<file path="config.mk">
export PLATFORM = sky130hd
export DESIGN_NAME = fault_msg_scheduler
export DESIGN_NICKNAME = d
export VERILOG_FILES = /design/src/rtl/fault_msg_scheduler.sv
export SDC_FILE = /design/constraint.sdc
export NUM_CORES = 1
export LEC_CHECK = 0
export ABC_AREA = 0
export CAP_MARGIN = 20
export CORE_MARGIN = 1.5
export CORE_UTILIZATION = 54
export DETAILED_ROUTE_END_ITERATION = 12
export PLACE_DENSITY = 0.89
export SLEW_MARGIN = 5
export SYNTH_ARGS = -nofsm -noshare
export SYNTH_HDL_FRONTEND = slang
export SYNTH_SLANG_ARGS = --single-unit
</file>
<file path="constraint.sdc">
create_clock -name clock -period 3 [get_ports clock]
set_input_delay 0.75 -clock clock [delete_from_list [all_inputs] [get_ports clock]]
set_output_delay 0.75 -clock clock [all_outputs]
set_load 0.05 [all_outputs]
</file>
<file path="src/rtl/fault_msg_scheduler.sv">
// Fault message scheduler: CDC 4-phase capture into IFM/PBM queues,
// PBM-first dequeue, sticky IFM flags and overflow accounting.

module fault_msg_fifo #(
  parameter int W     = 4,
  parameter int DEPTH = 2
) (
  input  logic                       clock,
  input  logic                       rst_n,
  input  logic                       flush_i,
  input  logic                       push_i,
  input  logic                       pop_i,
  input  logic [W-1:0]               data_i,
  output logic [W-1:0]               head_o,
  output logic [$clog2(DEPTH+1)-1:0] count_o,
  output logic                       full_o,
  output logic                       empty_o
);
  localparam int CW = $clog2(DEPTH+1);
  localparam int PW = (DEPTH > 1) ? $clog2(DEPTH) : 1;

  logic [W-1:0]  mem_q [DEPTH];
  logic [PW-1:0] wr_q, wr_d;
  logic [PW-1:0] rd_q, rd_d;
  logic [CW-1:0] cnt_q, cnt_d;

  function automatic logic [PW-1:0] wrap_inc(
    input logic [PW-1:0] p
  );
    return (p == PW'(DEPTH-1)) ? '0 : p + PW'(1);
  endfunction

  always_comb begin
    wr_d  = wr_q;
    rd_d  = rd_q;
    cnt_d = cnt_q;
    if (flush_i) begin
      wr_d  = '0;
      rd_d  = '0;
      cnt_d = '0;
    end else begin
      if (push_i) wr_d = wrap_inc(wr_q);
      if (pop_i)  rd_d = wrap_inc(rd_q);
      unique case ({push_i, pop_i})
        2'b10:   cnt_d = cnt_q + CW'(1);
        2'b01:   cnt_d = cnt_q - CW'(1);
        default: cnt_d = cnt_q;
      endcase
    end
  end

  always_ff @(posedge clock or negedge rst_n) begin
    if (!rst_n) begin
      wr_q  <= '0;
      rd_q  <= '0;
      cnt_q <= '0;
    end else begin
      wr_q  <= wr_d;
      rd_q  <= rd_d;
      cnt_q <= cnt_d;
    end
  end

  // Storage is never reset; head is masked by the consumer when empty.
  always_ff @(posedge clock) begin
    if (push_i && !flush_i) mem_q[wr_q] <= data_i;
  end

  assign head_o  = mem_q[rd_q];
  assign count_o = cnt_q;
  assign full_o  = (cnt_q == CW'(DEPTH));
  assign empty_o = (cnt_q == '0);
endmodule

module fault_msg_scheduler #(
  parameter int CODE_W    = 4,
  parameter int IFM_DEPTH = 4,
  parameter int PBM_DEPTH = 2,
  parameter int EU_CODE   = 1,
  parameter int RU_CODE   = 4,
  parameter int CU_CODE   = 5
) (
  input  logic                           clock,
  input  logic                           rst_n,
  input  logic                           req,
  input  logic [CODE_W-1:0]              f_cdc_code,
  output logic                           ack,
  output logic                           deq_valid,
  output logic [CODE_W-1:0]              deq_code,
  output logic                           deq_is_pbm,
  input  logic                           deq_ready,
  input  logic                           flush,
  output logic [2:0]                     ifm_led,
  output logic [$clog2(IFM_DEPTH+1)-1:0] ifm_count,
  output logic [$clog2(PBM_DEPTH+1)-1:0] pbm_count,
  output logic                           overflow,
  output logic [7:0]                     drop_count
);
  typedef enum logic {IDLE, ACKED} hs_state_e;

  hs_state_e   state_q;
  logic        ack_q;
  logic [1:0]  sync_q;
  logic        req_s;
  logic        capture;

  logic        hit_eu, hit_ru, hit_cu;
  logic        is_ifm, is_pbm;

  logic [CODE_W-1:0] ifm_head, pbm_head;
  logic        ifm_full, ifm_empty;
  logic        pbm_full, pbm_empty;
  logic        ifm_push, pbm_push;
  logic        ifm_pop, pbm_pop;
  logic        ifm_acc, pbm_acc;
  logic        drop;

  logic [2:0]  led_q, led_d;
  logic        ovf_q, ovf_d;
  logic [7:0]  drop_q, drop_d;

  always_ff @(posedge clock or negedge rst_n) begin
    if (!rst_n) sync_q <= '0;
    else        sync_q <= {sync_q[0], req};
  end

  assign req_s = sync_q[1];

  always_ff @(posedge clock or negedge rst_n) begin
    if (!rst_n) begin
      state_q <= IDLE;
      ack_q   <= 1'b0;
    end else begin
      unique case (state_q)
        IDLE: if (req_s) begin
          state_q <= ACKED;
          ack_q   <= 1'b1;
        end
        ACKED: if (!req_s) begin
          state_q <= IDLE;
          ack_q   <= 1'b0;
        end
      endcase
    end
  end

  assign capture = (state_q == IDLE) && req_s;

  assign hit_eu = (f_cdc_code == CODE_W'(EU_CODE));
  assign hit_ru = (f_cdc_code == CODE_W'(RU_CODE));
  assign hit_cu = (f_cdc_code == CODE_W'(CU_CODE));
  assign is_ifm = hit_eu | hit_ru | hit_cu;
  assign is_pbm = !is_ifm && (f_cdc_code != '0);

  // PBM head always wins; IFM pops only when no PBM is waiting.
  assign pbm_pop = deq_ready && !pbm_empty;
  assign ifm_pop = deq_ready && pbm_empty && !ifm_empty;

  assign ifm_push = capture && is_ifm;
  assign pbm_push = capture && is_pbm;
  assign ifm_acc  = ifm_push && (!ifm_full || ifm_pop);
  assign pbm_acc  = pbm_push && (!pbm_full || pbm_pop);
  assign drop     = !flush &&
                    ((ifm_push && !ifm_acc) ||
                     (pbm_push && !pbm_acc));

  fault_msg_fifo #(
    .W     (CODE_W),
    .DEPTH (IFM_DEPTH)
  ) u_ifm (
    .clock   (clock),
    .rst_n   (rst_n),
    .flush_i (flush),
    .push_i  (ifm_acc),
    .pop_i   (ifm_pop),
    .data_i  (f_cdc_code),
    .head_o  (ifm_head),
    .count_o (ifm_count),
    .full_o  (ifm_full),
    .empty_o (ifm_empty)
  );

  fault_msg_fifo #(
    .W     (CODE_W),
    .DEPTH (PBM_DEPTH)
  ) u_pbm (
    .clock   (clock),
    .rst_n   (rst_n),
    .flush_i (flush),
    .push_i  (pbm_acc),
    .pop_i   (pbm_pop),
    .data_i  (f_cdc_code),
    .head_o  (pbm_head),
    .count_o (pbm_count),
    .full_o  (pbm_full),
    .empty_o (pbm_empty)
  );

  always_comb begin
    led_d  = led_q;
    ovf_d  = ovf_q;
    drop_d = drop_q;
    if (ifm_acc && !flush) begin
      led_d = led_q | {hit_cu, hit_ru, hit_eu};
    end
    if (drop) begin
      ovf_d = 1'b1;
      if (drop_q != 8'hFF) drop_d = drop_q + 8'd1;
    end
  end

  always_ff @(posedge clock or negedge rst_n) begin
    if (!rst_n) begin
      led_q  <= '0;
      ovf_q  <= 1'b0;
      drop_q <= '0;
    end else begin
      led_q  <= led_d;
      ovf_q  <= ovf_d;
      drop_q <= drop_d;
    end
  end

  assign ack        = ack_q;
  assign deq_valid  = !ifm_empty || !pbm_empty;
  assign deq_is_pbm = !pbm_empty;
  assign deq_code   = !pbm_empty ? pbm_head :
                      (!ifm_empty ? ifm_head : '0);
  assign ifm_led    = led_q;
  assign overflow   = ovf_q;
  assign drop_count = drop_q;
endmodule

</file>
==> run summary <==
Item: results of the latest flow run.

- The run finished with clean final reports.
- The endpoint of the worst setup timing path is deq_valid.
- The floorplan step records an initial core utilization of 0.570.
- Of the total synthesized cell area, the portion taken by AND-OR and OR-AND cells is 0.0660.
- Across all layers, the routed design uses 1512 vias.
- The area taken by multi-input combinational cells is reported as 860 sq um.
- The first detailed-routing pass took 4 iterations.
- The share of total power dissipated in combinational logic is 0.373.
- Input and output buffers added on the ports amount to 32.
- After detailed routing, the met2 layer carries 2090 um of wire.
- For this design the top-level I/O count stands at 33.
- The peak clock frequency supported by timing is 349 MHz.
- The headroom to the max-slew limit is 0.627.
- Summing internal, switching and leakage power gives just under 2 mW.
- The post-synthesis sequential element count is 51.
- The most common cell in the synthesized netlist is dfrtp_1.
- Per the post-route antenna check, the number of violating nets is 0.
- Of all the cell area in the finished design, non-clock buffers hold 0.144.
- The last timing report of the flow puts the setup violation total at 0.
- In the layout the tool counted multi-input logic cells amounting to roughly 120.
- After floorplanning, the core was sized to cover 4060 sq um.
- In the hold report, the worst path ends at sync_q[1].
- Summed over all layers, the global routing overflow is 0.
- The cell-mix breakdown from Yosys lists the simple-gate area share as 0.145.
- The count of instantiated cells in the yosys netlist is 180.
- Per the cell usage report, the commonest logic cells after layout are clkdlybuf4s50_1 (28), dfrtp_1 (27), edfxtp_1 (24).
- The dominant logic cell type in the layout is clkdlybuf4s50_1.
- Pins over their slew limit in the final report were tallied at 0.
- STA on the placed design reports a worst setup slack of 0.0266 ns.
- The area fraction in mux cells is 0.0849.
- The largest net degree at the start of global routing is 28.
- Setup repair after global routing left no endpoint under its margin.
- The async set-or-reset flop fraction in the synthesized netlist is 0.529.
- The placed cell area is 2750 sq um.
- The count of H-tree levels built during CTS is 2.
- The maximum cell stage delay along the critical path is 0.70 ns.
- The violation tally from detailed-route iteration zero is 52.
- For the finished layout, the period the worst path requires is 2.87 ns.
- The register with the most flip-flops in the layout has 16 of them.
- Routing resource usage on met1 recorded by global route was 0.273.
- Across the VDD grid, the largest voltage drop is 0.528 mV.
- The endpoint of the lowest-slack register-to-register path is u_ifm.count_o[2].
- The CTS sink count is slightly above 50.
Sequential cells colored by netlist name:
Scale bar: 20 um.
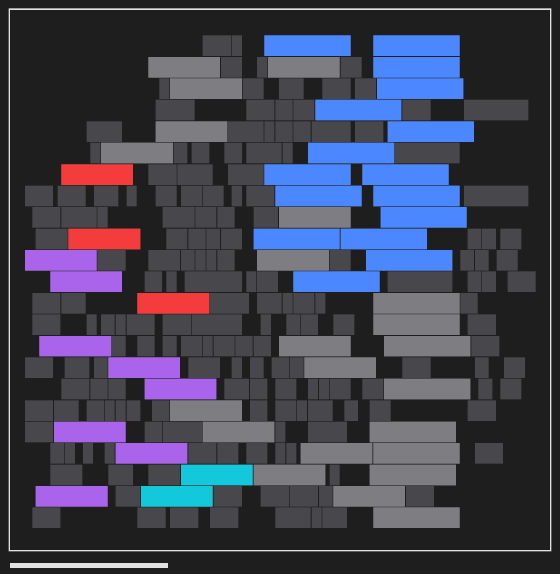
Cyan is sync_q, flops 2. Red is u_ifm.count_o, flops 3. Blue is u_ifm.mem_q, flops 16. Purple is drop_count, flops 8.

Placed standard cells:
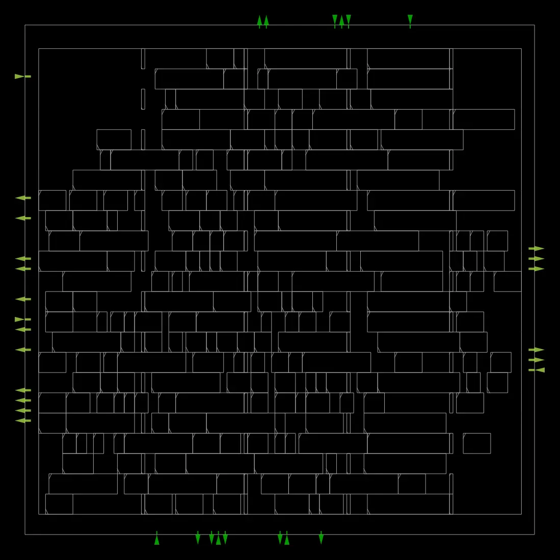
n_taps: 50
Post-Route Utilization: 0.699
layout sequential cell count: 51
fillers: 285
Non-Filler Instances: 276

Signal metal coverage by tile:
14 x 14 tiles, from dark blue (low) to red (high), scaled to the fullest tile. Values are wire area over tile area, all layers added.
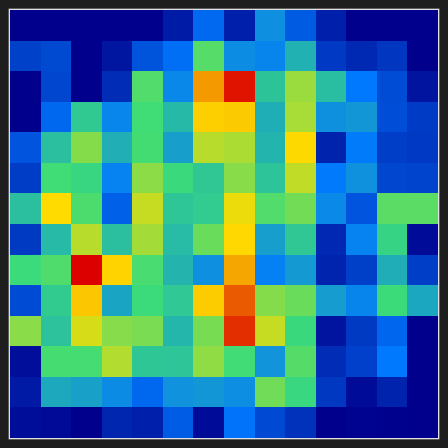
11% of the tiles are nearly empty. 28% of the tiles are over half the peak. The fullest tile reaches 0.42. The mean over all tiles is 0.14.

Drive-strength map:
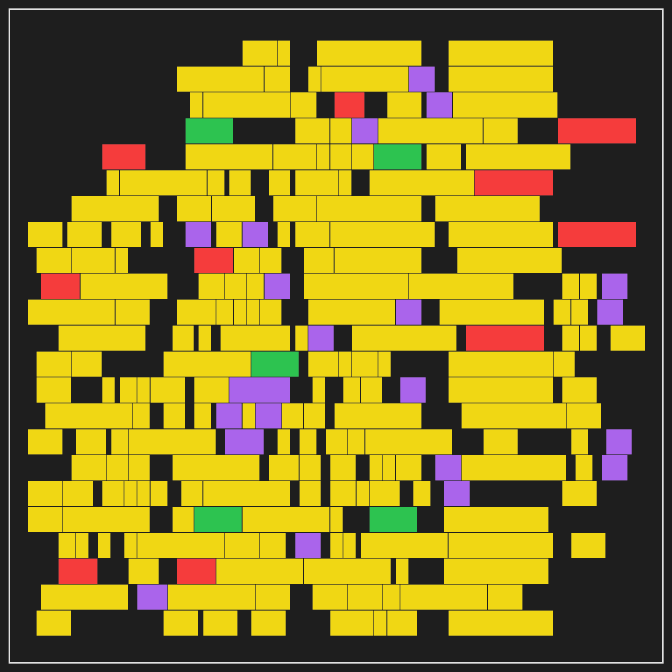
Green is x6 and larger, cells 5, share 2.2%. Purple is x3 and x4, cells 21, share 9.3%. Red is x2, cells 10, share 4.4%. Yellow is x1 and smaller, cells 190, share 84%.
number of signal-net buffers in the layout: 45
post-route worst setup slack: 0.132 ns
fin area: 2840 sq um
signed area change from the synthesized netlist to the final layout: 22.7%

Clock wires, drivers and flops:
Scale bar: 20 um.
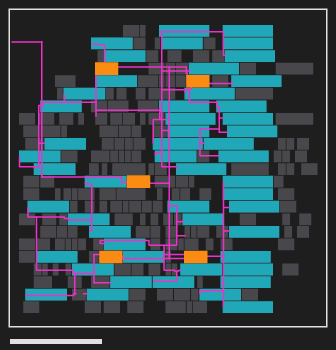
Cyan is flip-flops, count 51. Magenta is clock wires, length 525 um. Orange is clock-net drivers, count 5.
There are 6 routed clock nets.
power of the clock network: 0.391 mW
clock network fraction of total power: 0.198
Latency at later pin: 0.31 ns
skew final: 0.00887 ns

Power is estimated from default activity; no workload was simulated.
